--- src/rtl/serial_adder_pkg.sv ---
`default_nettype none
// ============================================================================
// Module      : serial_adder_pkg
// Description : Shared definitions for the serial add/subtract unit.
//               Holds the FSM state encoding and a ceiling-log2 helper.
//               The helper sizes the chunk counter.
// Revision    : 1.0 - initial release
// ============================================================================
package serial_adder_pkg;

    // FSM state encoding
    localparam logic [1:0] c_idle = 2'd0;
    localparam logic [1:0] c_run  = 2'd1;
    localparam logic [1:0] c_done = 2'd2;

    // Ceiling log2. Returns 0 for values of 0 or 1.
    function automatic int clog2(input int value);
        int width;
        width = 0;
        for (int v = value - 1; v > 0; v = v >> 1) begin
            width++;
        end
        return width;
    endfunction

endpackage
`default_nettype wire

--- src/rtl/full_adder.sv ---
`default_nettype none
// ============================================================================
// Module      : full_adder
// Description : One-bit full adder cell from the combinational library.
// Ports       : a, b, cin  - addend bits and carry in
//               sum, cout  - sum bit and carry out
// Revision    : 1.0 - initial release
// ============================================================================
module full_adder (
    input  logic a,
    input  logic b,
    input  logic cin,
    output logic sum,
    output logic cout
);

    assign sum  = a ^ b ^ cin;
    assign cout = (a & b) | (cin & (a ^ b));

endmodule
`default_nettype wire

--- src/rtl/serial_adder_chunk.sv ---
`default_nettype none
// ============================================================================
// Module      : serial_adder_chunk
// Description : Purely combinational ripple chain of BITS_PER_CYCLE
//               full_adder cells. It adds one chunk per clock of the
//               serial adder.
// Ports       : a, b     - chunk operands (b is already inverted for subtract)
//               cin      - carry into the chunk LSB
//               sum      - chunk sum
//               cout     - carry out of the chunk MSB
//               msb_cin  - carry into the chunk MSB cell (for overflow)
// Revision    : 1.0 - initial release
// ============================================================================
module serial_adder_chunk #(
    parameter int BITS_PER_CYCLE = 1
) (
    input  logic [BITS_PER_CYCLE-1:0] a,
    input  logic [BITS_PER_CYCLE-1:0] b,
    input  logic                      cin,
    output logic [BITS_PER_CYCLE-1:0] sum,
    output logic                      cout,
    output logic                      msb_cin
);

    logic [BITS_PER_CYCLE:0] w_carry;

    assign w_carry[0] = cin;

    for (genvar i = 0; i < BITS_PER_CYCLE; i++) begin : g_cell
        full_adder u_fa (
            .a    (a[i]),
            .b    (b[i]),
            .cin  (w_carry[i]),
            .sum  (sum[i]),
            .cout (w_carry[i+1])
        );
    end

    assign cout    = w_carry[BITS_PER_CYCLE];
    assign msb_cin = w_carry[BITS_PER_CYCLE-1];

endmodule
`default_nettype wire

--- src/rtl/serial_adder.sv ---
`default_nettype none
// ============================================================================
// Module      : serial_adder
// Description : Multi-cycle add/subtract unit. It adds BITS_PER_CYCLE bits
//               per clock, starting with the LSB chunk, and keeps the carry
//               between chunks. It uses a START/READY/DONE handshake.
// Ports       : clk, reset_n       - clock, synchronous active-low reset
//               start              - request, accepted while ready=1
//               a, b, carry_in, sub- operands, captured on accept
//               ready, busy, done  - handshake status (done is a 1-cycle pulse)
//               sum, carry_out,
//               overflow           - registered result, held until next accept
// Revision    : 1.0 - initial release
// ============================================================================
module serial_adder
    import serial_adder_pkg::*;
#(
    parameter int WIDTH          = 8,
    parameter int BITS_PER_CYCLE = 1
) (
    input  logic             clk,
    input  logic             reset_n,
    input  logic             start,
    input  logic [WIDTH-1:0] a,
    input  logic [WIDTH-1:0] b,
    input  logic             carry_in,
    input  logic             sub,
    output logic             ready,
    output logic             busy,
    output logic             done,
    output logic [WIDTH-1:0] sum,
    output logic             carry_out,
    output logic             overflow
);

    localparam int c_num_chunks = WIDTH / BITS_PER_CYCLE;
    localparam int c_count_w    = (c_num_chunks > 1) ? clog2(c_num_chunks) : 1;
    localparam logic [c_count_w-1:0] c_last_count = c_count_w'(c_num_chunks - 1);

    if (WIDTH < 2) begin : g_width_check
        $error("serial_adder: WIDTH must be at least 2");
    end
    if (BITS_PER_CYCLE < 1 || (WIDTH % BITS_PER_CYCLE) != 0) begin : g_bpc_check
        $error("serial_adder: BITS_PER_CYCLE must divide WIDTH exactly");
    end

    logic [1:0]                r_state;
    logic [1:0]                w_next_state;
    logic [WIDTH-1:0]          r_a;
    logic [WIDTH-1:0]          r_bx;
    logic                      r_carry;
    logic [c_count_w-1:0]      r_count;
    logic [WIDTH-1:0]          r_sum;
    logic                      r_carry_out;
    logic                      r_overflow;

    logic                      w_accept;
    logic                      w_last;
    logic [BITS_PER_CYCLE-1:0] w_chunk_sum;
    logic                      w_chunk_cout;
    logic                      w_msb_cin;

    assign w_accept = start && ((r_state == c_idle) || (r_state == c_done));
    assign w_last   = (r_count == c_last_count);

    // The operand registers shift right each RUN cycle, so the active
    // chunk is always in the low bits.
    serial_adder_chunk #(
        .BITS_PER_CYCLE (BITS_PER_CYCLE)
    ) u_chunk (
        .a       (r_a[BITS_PER_CYCLE-1:0]),
        .b       (r_bx[BITS_PER_CYCLE-1:0]),
        .cin     (r_carry),
        .sum     (w_chunk_sum),
        .cout    (w_chunk_cout),
        .msb_cin (w_msb_cin)
    );

    // ------------------------------------------------------------------
    // FSM: state register
    // ------------------------------------------------------------------
    always_ff @(posedge clk) begin
        if (!reset_n) begin
            r_state <= c_idle;
        end else begin
            r_state <= w_next_state;
        end
    end

    // ------------------------------------------------------------------
    // FSM: next-state logic
    // ------------------------------------------------------------------
    always_comb begin
        w_next_state = r_state;
        case (r_state)
            c_idle:  if (start) w_next_state = c_run;
            c_run:   if (w_last) w_next_state = c_done;
            c_done:  w_next_state = start ? c_run : c_idle;
            default: w_next_state = c_idle;
        endcase
    end

    // ------------------------------------------------------------------
    // FSM: outputs, decoded from the state register only
    // ------------------------------------------------------------------
    always_comb begin
        ready = (r_state == c_idle) || (r_state == c_done);
        busy  = (r_state == c_run);
        done  = (r_state == c_done);
    end

    // ------------------------------------------------------------------
    // Datapath: operand capture, chunk accumulation, result flags
    // ------------------------------------------------------------------
    always_ff @(posedge clk) begin
        if (!reset_n) begin
            r_a         <= '0;
            r_bx        <= '0;
            r_carry     <= 1'b0;
            r_count     <= '0;
            r_sum       <= '0;
            r_carry_out <= 1'b0;
            r_overflow  <= 1'b0;
        end else if (w_accept) begin
            r_a         <= a;
            // Subtract is A + ~B + 1: invert B and force the carry in.
            r_bx        <= b ^ {WIDTH{sub}};
            r_carry     <= sub | carry_in;
            r_count     <= '0;
            r_sum       <= '0;
            r_carry_out <= 1'b0;
            r_overflow  <= 1'b0;
        end else if (r_state == c_run) begin
            r_sum[r_count*BITS_PER_CYCLE +: BITS_PER_CYCLE] <= w_chunk_sum;
            r_carry <= w_chunk_cout;
            r_a     <= r_a >> BITS_PER_CYCLE;
            r_bx    <= r_bx >> BITS_PER_CYCLE;
            r_count <= r_count + c_count_w'(1);
            if (w_last) begin
                r_carry_out <= w_chunk_cout;
                r_overflow  <= w_chunk_cout ^ w_msb_cin;
            end
        end
    end

    assign sum       = r_sum;
    assign carry_out = r_carry_out;
    assign overflow  = r_overflow;

endmodule
`default_nettype wire

--- config.mk ---
export PLATFORM = sky130hd
export DESIGN_NAME = serial_adder
export DESIGN_NICKNAME = d
export VERILOG_FILES = /design/src/rtl/serial_adder_pkg.sv /design/src/rtl/full_adder.sv /design/src/rtl/serial_adder_chunk.sv /design/src/rtl/serial_adder.sv
export SDC_FILE = /design/constraint.sdc
export NUM_CORES = 1
export LEC_CHECK = 0
export CORE_MARGIN = 4
export CORE_UTILIZATION = 54
export DETAILED_ROUTE_END_ITERATION = 8
export GPL_TIMING_DRIVEN = 0
export MAX_ROUTING_LAYER = met4
export PLACE_DENSITY_LB_ADDON = 0.15
export SLEW_MARGIN = 20
export SYNTH_ARGS = -nofsm -noshare
export SYNTH_HDL_FRONTEND = slang
export SYNTH_SLANG_ARGS = --single-unit
--- constraint.sdc ---
create_clock -name clk -period 5.3 [get_ports clk]
set_clock_uncertainty 0.1 [all_clocks]
set_input_delay 1.06 -clock clk [delete_from_list [all_inputs] [get_ports clk]]
set_output_delay 1.06 -clock clk [all_outputs]
set_load 0.1 [all_outputs]
Run 1, track usage over the die:
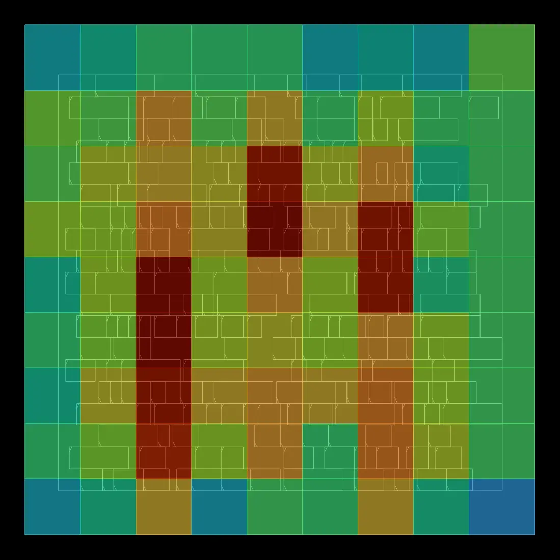
met3 Use GR: 7.82%
met1 Use GR: 24.7%

Run 1, cells coloured by class:
Scale bar: 20 microns.
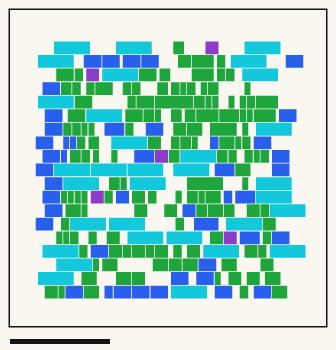
flip-flops: marked cyan, cells 32, share of their area 32%. other buffers and delay cells: marked blue, cells 45, share of their area 21%. all other logic: marked green, cells 138, share of their area 45%. cells driving clock nets: marked purple, cells 5, share of their area 1.9%.
core area: 2850 sq um
fin util: 71.5%

==> impl_metrics.csv, run 1 <==
group,metric,value,unit
final_layout,layout_top_cell,"dfxtp_1",
critical_path,crit_path_end,"busy",
power,combPwrFrac,22.4,%
synthesis,avgSynthCellArea,8.99,sq um
clock_tree,clk_pin_slew,90,ps
synthesis,seq_area_frac_synth,38.7,%
timing,hold_viol_final,0,
timing,whs,368,ps
power,p_int,345,uW
power,ir_drop,0.000160,V
final_layout,nonClkBufAreaFrac,20.7,%
clock_tree,clock_path_buffers,2,
global_route,grt_pass1_vias,1530,
final_layout,nNonClkInverters,10,
final_layout,comb_cells,128,
final_layout,drive_gt1_share,10.5,%
synthesis,aoi_share,16.5,%
clock_tree,clockRootBuffer,"clkbuf_4",
hold_path,min-delay-start,"r_bx[5]$_SDFFE_PN0P_",
synthesis,syn-cell-area,1650,sq um
placed_design,place_area,2000,sq um
timing,report.final.slew_viol_count,0,
synthesis,yosys-stat-cells,184,
power,power_leader,"registers",
critical_path,critPathMaxFanout,10,
clock_tree,clock-sinks,32,
synthesis,ys_sh_simple,21.6,%
job,warnings,28,
job,maxCapViolCount,0,
critical_path,cp_slowest_cell,"clkdlybuf4s50_1",
routing,wl_met1,1750,microns
synthesis,synth_top_area_share,38.7,%
die,pin_count,34,
global_route,antenna_found_initial,0,
power,seqPwrFrac,53.0,%
synthesis,synthCells,184,
final_layout,seq_area_share,31.4,%
outcome,status,"completed",
clock_tree,cts_max_level,2,
critical_path,worstRegToRegCells,6,
synthesis,fp_nets,211,
final_layout,num_antenna_cells,0,
critical_path,crit_family,"buffers and inverters",
critical_path,critical_path_buf_inv_count,4,
die,nWellTaps,31,
placed_design,dpl.cell_count,246,
critical_path,critPathCaptureType,"output pin",
critical_path,r2r-start,"r_count[0]$_SDFFE_PP0P_",
routing,finalWirelength,3870,microns
synthesis,synth-edff-count,0,
timing,fin_crit,3540,ps
critical_path,rr_endpoint,"sum[0]$_SDFFE_PP0P_",
final_layout,sh_comb_area,42.2,%
synthesis,ys_sh_adder,4.99,%
placed_design,dp_hpwl,2910,microns
placed_design,pre_cts_ws,2150,ps
power,p_comb,110,uW
final_layout,nFillCells,239,
power,power,492,uW
power,swShare,30.0,%
routing,via_count,1475,
power,seq-power,261,uW
synthesis,logic_family,"simple AND/OR/NAND/NOR gates",
global_route,use_met2,34.8,%
global_route,grt_max_degree,11,
critical_path,cpPeakStageDelay,1140,ps
final_layout,mostFrequentLayoutCells,"dfxtp_1, clkdlybuf4s50_1, nand2_1, nand3_1, inv_1",
placed_design,io_buffer_count,31,
final_layout,logic_area,862,sq um
power,p_leak,0.742,nW
routing,drc,0,
die,fp_util,58.0,%
routing,antenna_left,0,
synthesis,top_cell,"dfxtp_1",
die,dieArea,4010,sq um
power,switching_power,147,uW
timing,tns,0,ps
final_layout,clock_area_share,1.84,%
clock_tree,post_cts_buffers,0,
critical_path,startpoint,"r_state[0]$_SDFFE_PN0P_",
hold_path,hp-class,"reg -> reg",
critical_path,required,4140,ps
routing,wl_met3,217,microns
hold_path,worstHoldEndpoint,"r_bx[5]$_SDFFE_PN0P_",
synthesis,ys_ff,32,
critical_path,crit_chain,"nand2b_1, buf_6, inv_4, buf_6, clkdlybuf4s50_1",
synthesis,synth-xor-area-share,4.77,%
synthesis,common_cells,"dfxtp_1, nand2_1, nand3_1, inv_1",
timing,period_used_share,66.8,%
critical_path,startpoint_type,"flip-flop",
timing,rsz0062_at_grt,"false",
power,p_per_area,241,nW/um^2
die,rows,19,
final_layout,ff_count,32,
timing,worst_slew_pin_slew,997,ps
Run 1, cells by drive strength:
Scale bar: 20 microns.
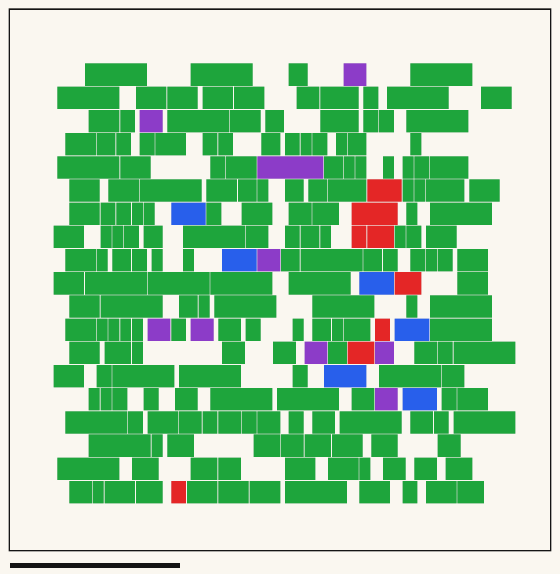
drive 2: marked red, cells 8, share 3.6%, most used buf_2. drive 1 or less: marked green, cells 197, share 90%, most used dfxtp_1. drive 3 to 4: marked purple, cells 9, share 4.1%, most used clkbuf_4. drive 6 and up: marked blue, cells 6, share 2.7%, most used buf_6.
Layout area overhead: 23.4%
Buffers excl. clock: 45
fin worst setup slack: 1760 ps
cell area after layout: 2040 sq um

Run 1, logic cells by family:
Scale bar: 20 microns.
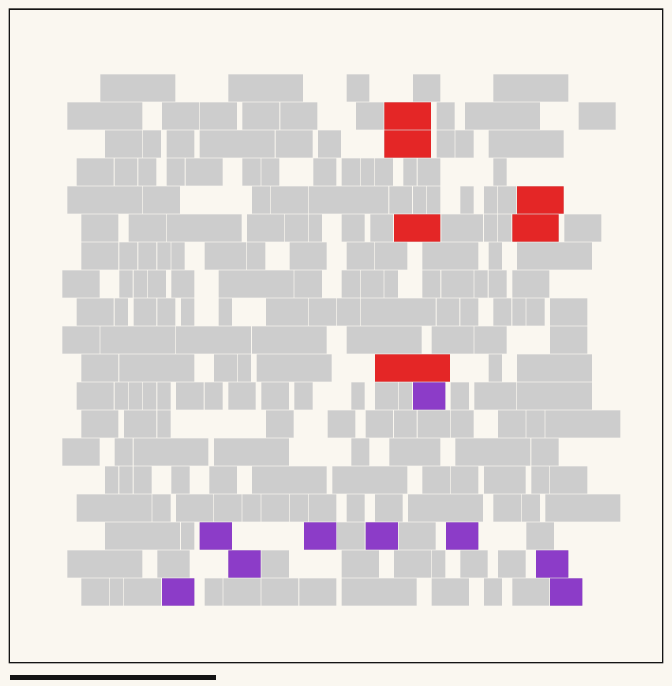

--- run 2 (diff from run 1) ---
CORE_UTILIZATION = 50   (was 54)
clock period = 3.5 ns   (was 5.3 ns; I/O delays follow)
Run 2, logic cells by family:
Scale bar: 20 microns.
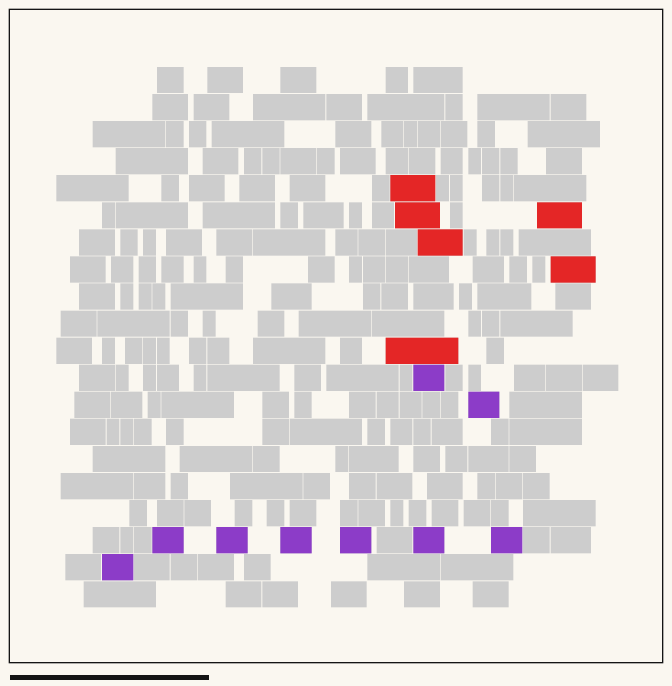
XOR/XNOR gates: marked purple, cells 9. adder and majority cells: marked red, cells 6.
Comb area share: 41.4%
Top cell excl fill/tap: dfxtp_1
fin cells: 267

Run 2, where the registers sit:
Scale bar: 20 microns.
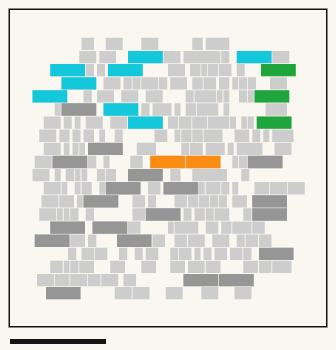
sum: marked cyan, flops 8. r_state: marked orange, flops 2. r_count: marked green, flops 3.
Another 19 sequential cells are not coloured.
fin util: 67.1%
sequential share of cell area: 30.8%

==> impl_metrics.csv, run 2 <==
group,metric,value,unit
outcome,status,"completed",
power,p_int,550,uW
hold_path,worstHoldEndpoint,"r_a[7]$_SDFFE_PN0P_",
global_route,grt_max_degree,11,
job,warnings,28,
timing,hold_viol_final,0,
synthesis,aoi_share,16.5,%
final_layout,nonClkBufAreaFrac,20.3,%
critical_path,critPathCaptureType,"output pin",
routing,antenna_left,0,
final_layout,ff_count,32,
power,seq-power,395,uW
final_layout,final_design_area_no_fill,2080,sq um
critical_path,startpoint_type,"flip-flop",
final_layout,drive_gt1_share,11.7,%
clock_tree,clock_path_buffers,2,
power,p_comb,165,uW
power,switching_power,241,uW
final_layout,nFillCells,296,
clock_tree,cts_max_level,2,
synthesis,synth_top_area_share,38.7,%
routing,finalWirelength,3790,microns
placed_design,place_area,2020,sq um
hold_path,hp-class,"reg -> reg",
timing,tns,0,ps
placed_design,dp_hpwl,2870,microns
critical_path,cp_slowest_cell,"clkdlybuf4s50_1",
timing,fin_crit,3230,ps
final_layout,syn2layout_area_growth,25.8,%
critical_path,crit_family,"buffers and inverters",
critical_path,worstRegToRegCells,6,
routing,wl_met3,212,microns
clock_tree,post_cts_buffers,0,
hold_path,min-delay-start,"r_a[7]$_SDFFE_PN0P_",
synthesis,top_cell,"dfxtp_1",
final_layout,clock_area_share,2.95,%
final_layout,mostFrequentLayoutCells,"dfxtp_1, clkdlybuf4s50_1, nand2_1, nand3_1, inv_1",
critical_path,crit_chain,"nand2b_1, buf_6, inv_4, buf_6, clkdlybuf4s50_1",
synthesis,ys_ff,32,
routing,via_count,1431,
critical_path,startpoint,"r_state[0]$_SDFFE_PN0P_",
timing,period_used_share,92.3,%
critical_path,rr_endpoint,"sum[0]$_SDFFE_PP0P_",
synthesis,logic_family,"simple AND/OR/NAND/NOR gates",
power,p_per_area,380,nW/um^2
die,fp_util,53.3,%
routing,drc,0,
power,power_leader,"registers",
power,combPwrFrac,20.8,%
power,power,791,uW
routing,wl_met1,1680,microns
synthesis,synthCells,184,
final_layout,logic_area,862,sq um
final_layout,comb_cells,128,
placed_design,pre_cts_ws,676,ps
synthesis,avgSynthCellArea,8.99,sq um
die,nWellTaps,44,
power,seqPwrFrac,49.9,%
global_route,antenna_found_initial,0,
global_route,grt_pass1_vias,1379,
clock_tree,clk_pin_slew,110,ps
power,swShare,30.4,%
power,ir_drop,0.000228,V
die,rows,20,
synthesis,common_cells,"dfxtp_1, nand2_1, nand3_1, inv_1",
die,coreArea,3100,sq um
synthesis,seq_area_frac_synth,38.7,%
die,dieArea,4290,sq um
critical_path,required,2700,ps
critical_path,cpPeakStageDelay,1140,ps
timing,rsz0062_at_grt,"false",
clock_tree,clockRootBuffer,"clkbuf_4",
synthesis,syn-cell-area,1650,sq um
routing,first_pass_iters,6,
synthesis,yosys-stat-cells,184,
critical_path,crit_path_end,"busy",
final_layout,nNonClkInverters,10,
die,pin_count,34,
power,p_leak,0.757,nW
final_layout,num_antenna_cells,0,
final_layout,signal_buffers,45,
timing,whs,364,ps
critical_path,r2r-start,"r_count[0]$_SDFFE_PP0P_",
synthesis,synth-xor-area-share,4.77,%
job,maxCapViolCount,0,
critical_path,critical_path_buf_inv_count,4,
--- run 3 (diff from run 2) ---
CAP_MARGIN = 20   (was unset)
Run 3, cells by drive strength:
Scale bar: 20 microns.
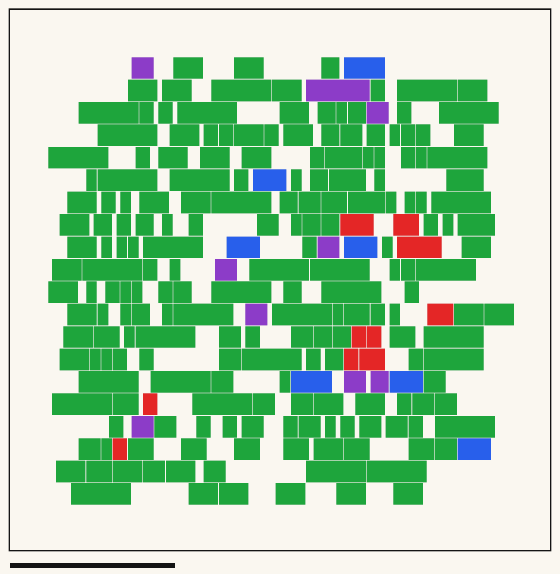
drive 3 to 4: marked purple, cells 9, share 4.0%, most used clkbuf_4. drive 2: marked red, cells 10, share 4.5%, most used buf_2. drive 6 and up: marked blue, cells 7, share 3.1%, most used buf_6. drive 1 or less: marked green, cells 197, share 88%, most used dfxtp_1.
cell area after layout: 2080 sq um
fin worst setup slack: 268 ps
Layout area overhead: 25.8%

Run 3, where the registers sit:
Scale bar: 20 microns.
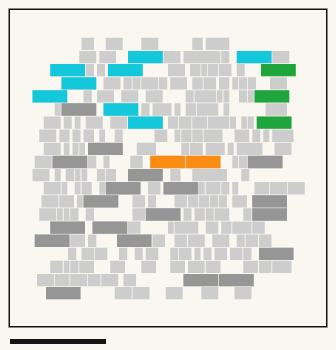
seq pwr: 395 uW
Flop area: 641 sq um

==> impl_metrics.csv, run 3 <==
group,metric,value,unit
critical_path,critPathMaxFanout,10,
critical_path,worstRegToRegCells,6,
global_route,grt_pass1_vias,1379,
critical_path,startpoint,"r_state[0]$_SDFFE_PN0P_",
timing,whs,364,ps
final_layout,layout_top_cell,"dfxtp_1",
hold_path,min-delay-start,"r_a[7]$_SDFFE_PN0P_",
synthesis,fp_nets,211,
global_route,use_met2,32.1,%
outcome,status,"completed",
routing,wl_met1,1680,microns
power,p_per_area,380,nW/um^2
final_layout,nFillCells,296,
critical_path,cpPeakStageDelay,1140,ps
clock_tree,clk_pin_slew,110,ps
synthesis,ys_sh_adder,4.99,%
job,warnings,28,
critical_path,rr_endpoint,"sum[0]$_SDFFE_PP0P_",
synthesis,avgSynthCellArea,8.99,sq um
critical_path,required,2700,ps
global_route,antenna_found_initial,0,
placed_design,dp_hpwl,2870,microns
routing,first_pass_iters,6,
synthesis,seq_area_frac_synth,38.7,%
power,p_int,550,uW
final_layout,clock_area_share,2.95,%
synthesis,ys_ff,32,
final_layout,sh_comb_area,41.4,%
critical_path,cp_slowest_cell,"clkdlybuf4s50_1",
synthesis,top_cell,"dfxtp_1",
critical_path,startpoint_type,"flip-flop",
routing,wl_met3,212,microns
die,coreArea,3100,sq um
power,seqPwrFrac,49.9,%
routing,via_count,1431,
global_route,grtUsageMet1,22.5,%
timing,report.final.slew_viol_count,0,
power,p_leak,0.757,nW
power,power,791,uW
critical_path,critical_path_buf_inv_count,4,
placed_design,dpl.cell_count,259,
synthesis,aoi_share,16.5,%
synthesis,common_cells,"dfxtp_1, nand2_1, nand3_1, inv_1",
final_layout,mostFrequentLayoutCells,"dfxtp_1, clkdlybuf4s50_1, nand2_1, nand3_1, inv_1",
synthesis,ys_sh_simple,21.6,%
global_route,grt_max_degree,11,
synthesis,synth_top_area_share,38.7,%
power,swShare,30.4,%
timing,period_used_share,92.3,%
synthesis,syn-cell-area,1650,sq um
synthesis,synth-xor-area-share,4.77,%
routing,drc,0,
clock_tree,clock_path_buffers,2,
die,fp_util,53.3,%
critical_path,crit_chain,"nand2b_1, buf_6, inv_4, buf_6, clkdlybuf4s50_1",
power,power_leader,"registers",
critical_path,critPathCaptureType,"output pin",
timing,hold_viol_final,0,
final_layout,seq_area_share,30.8,%
die,dieArea,4290,sq um
clock_tree,clock-sinks,32,
global_route,grt_util_met3,5.98,%
placed_design,place_area,2020,sq um
routing,antenna_left,0,
final_layout,drive_gt1_share,11.7,%
synthesis,synth-edff-count,0,
final_layout,ff_count,32,
routing,finalWirelength,3790,microns
timing,rsz0062_at_grt,"false",
hold_path,hp-class,"reg -> reg",
final_layout,nonClkBufAreaFrac,20.3,%
critical_path,crit_path_end,"busy",
die,nWellTaps,44,
power,ir_drop,0.000228,V
clock_tree,post_cts_buffers,0,
power,clkPwrFrac,29.3,%
die,rows,20,
hold_path,worstHoldEndpoint,"r_a[7]$_SDFFE_PN0P_",
die,die_h,65.5,microns
clock_tree,clockRootBuffer,"clkbuf_4",
placed_design,pre_cts_ws,676,ps
final_layout,comb_cells,128,
final_layout,num_antenna_cells,0,
power,p_comb,165,uW
final_layout,signal_buffers,45,
clock_tree,cts_max_level,2,
final_layout,instances_no_fill,267,
clock_tree,cts_resized,0,
synthesis,yosys-stat-cells,184,
die,pin_count,34,
timing,worst_slew_pin_slew,986,ps
timing,slew_headroom,34.1,%
power,switching_power,241,uW
critical_path,r2r-start,"r_count[0]$_SDFFE_PP0P_",
Power figures rest on the tool's default switching activity, not on a simulated workload.
